Design btn_event_fsm, sky130hd; sources not shown.
**Met3 routing**

Scale: 6 px per micron.
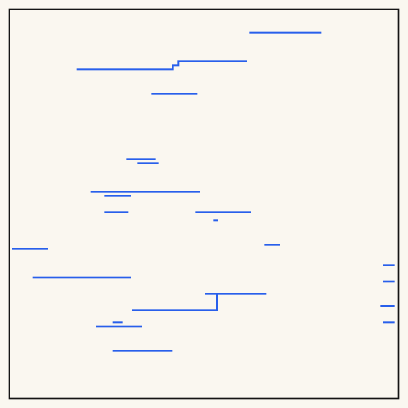
main direction	horizontal
wire length on this layer	167 microns
nets with wire on the layer	18
Total Wirelength: 4160 microns
Vias: 1719

**Routed metal, one colour a layer**

Scale: 6 px per micron. Only two layers are drawn.
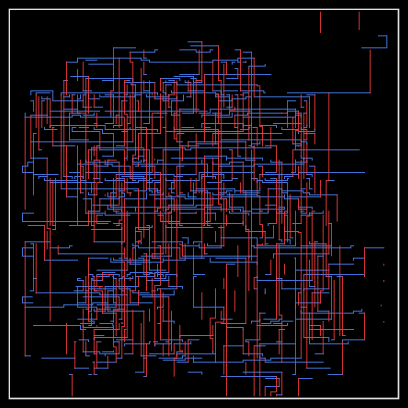
layer	colour	wire length
metal 2	red	2040 microns
metal 1	blue	1890 microns
drt wl/cell: 12.6 microns
gr usage total: 21.9%

**Placed standard cells**

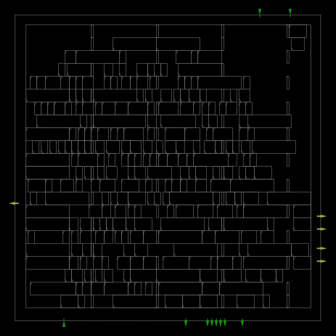
tap cells: 48
seq_cells: 32
row cnt: 22

==> impl_metrics.ini <==
; physical design summary
[die]
die_width_microns = 64.6
io_pins = 15
die-area_sq_um = 4180

[status]
status = complete, no violations

[final_layout]
combGateArea_sq_um = 997
fillCellCount = 299
largest_reg_flops = 16
drive_above_1_share_pct = 20.9

[worst_setup_path]
path_delay_family = simple AND/OR/NAND/NOR gates
worstRegToRegCells = 12
worstSetupEndpointType = register
path_buffers = 1
r2r_slack_ns = 0.14
startpoint_type = register
critPathSlowestCell = dfrtp_1
worstPathRequired_ns = 2.51

[route]
drc = 0
antenna_left = 0
drtPass1Iterations = 4

[power_and_ir_drop]
finalPower_mw = 1.86
ir_worst_vdd_mv = 0.532

[placed_design]
dp.cells = 317
dp_hpwl_microns = 3010

[timing]
finalHoldViolations = 0
fin_tns_setup_ns = 0

[global_route]
grt-ovfl-total = 0
antenna_found_initial = 0

[clocking]
cts_buffers = 5
cts_hold_buf = 0
cts_tree = yes
clockRootBuffer = clkbuf_8
h-tree-depth = 2
cts_buffer_depth = 2

[logic_synthesis]
yosysUniqueCellTypes = 26
synthArstFlopShare_pct = 100
ys_cells = 246
synth_area_leader_cell = dfrtp_1
syn_area_sq_um = 1910
syn_avg_cell_area_sq_um = 7.77
edf_count = 0
yosysChipArea_sq_um = 1910
common_cells = 50 x nand2_1, 35 x inv_1, 33 x nor2_1, 31 x dfrtp_1, 20 x nand3_1
synth.yosys.seq_area_share_pct = 42.0
top_cells_by_area = dfrtp_1 41%, nand2_1 9.8%, inv_1 6.9%
synth_warnings = 0

[run]
max_cap_violations = 0

[min_path]
min_path_type = input pin to asynchronous set/reset pin
## routing by layer
| metal | vias to the layer above | part of all wire [%] | GRT usage (%) |
|---|---|---|---|
| met4 | 0 | 1.7 | 9.84 |
| met3 | 5 | 4.0 | 6.08 |
| li1 | 852 | - | - |
| met2 | 35 | 49 | 36.1 |
| met5 | - | 0 | 0 |
| met1 | 827 | 45 | 26.7 |
## cell families (layout without fill, tap and decap cells)
group           after synthesis  count (layout)  synth area share, %
simple gates                145             145                 38.7
buf+inv                      39              75                 7.92
flops                        32              32                 42.0
compound gates               18              18                 5.37
xor+xnor                      9               9                 4.12
fa+ha+maj                     3               3                 1.96
## placed cells by master (no fill, tap or decap), drive strengths merged
master	netlist	routed
xnor2	2	2
nand3b	1	1
a21oi	3	3
nand2	62	62
clkinv	1	2
nor3	5	5
nand3	22	22
inv	38	38
dfrtp	31	31
clkdlybuf4s50	0	14
ha	3	3
xor2	7	7
o21ai	12	12
o221ai	1	1
bufinv	0	1
buf	0	14
o21bai	2	2
clkinvlp	0	1
nor2	43	43
nand4	12	12
dfstp	1	1
clkbuf	0	5
## where the power goes
part / switching [mW] / internal (mW) / total [mW]
Clock: 0.226 / 0.322 / 0.548
Sequential: 0.0624 / 0.636 / 0.698
Combinational: 0.408 / 0.210 / 0.618
Total: 0.697 / 1.17 / 1.86
## worst reg2reg max path: stages (launching register included)
cell	delay (ns)
dfrtp_1	0.40
ha_4	0.16
nand2_2	0.09
nor2_4	0.10
inv_1	0.08
nor2_2	0.15
nand3_2	0.11
o221ai_2	0.15
ha_2	0.22
ha_1	0.17
nand3_1	0.14
nor2_1	0.15
xor2_1	0.17
## what timing repair did
item                       in CTS  in global routing
buffers inserted                0                  5
setup endpoints to repair       0                  4
hold endpoints to repair        0                  0
gates resized                   0                  8
## stage by stage
| stage | worst slack [ns] | hold WS [ns] | instance area (sq um) |
|---|---|---|---|
| finish | 0.136 | 0.450 | 2370 |
| detailed placement | -0.0783 | 0.477 | 2180 |
| global placement | 0.0389 | 0.462 | 2180 |
| CTS | 0.00606 | 0.456 | 2290 |
| global route | -0.00540 | 0.482 | 2370 |
| floorplan | 0.128 | 0.0479 | 1910 |
## area by class of cell
cell class | count | area share (%)
Timing Repair Buffer | 28 | 10.4
Sequential cell | 32 | 33.9
Clock inverter | 3 | 1.80
Multi-Input combinational cell | 175 | 42.1
Clock buffer | 5 | 2.91
Inverter | 39 | 6.40
Tap cell | 48 | 2.54
Power is estimated from default activity; no workload was simulated.
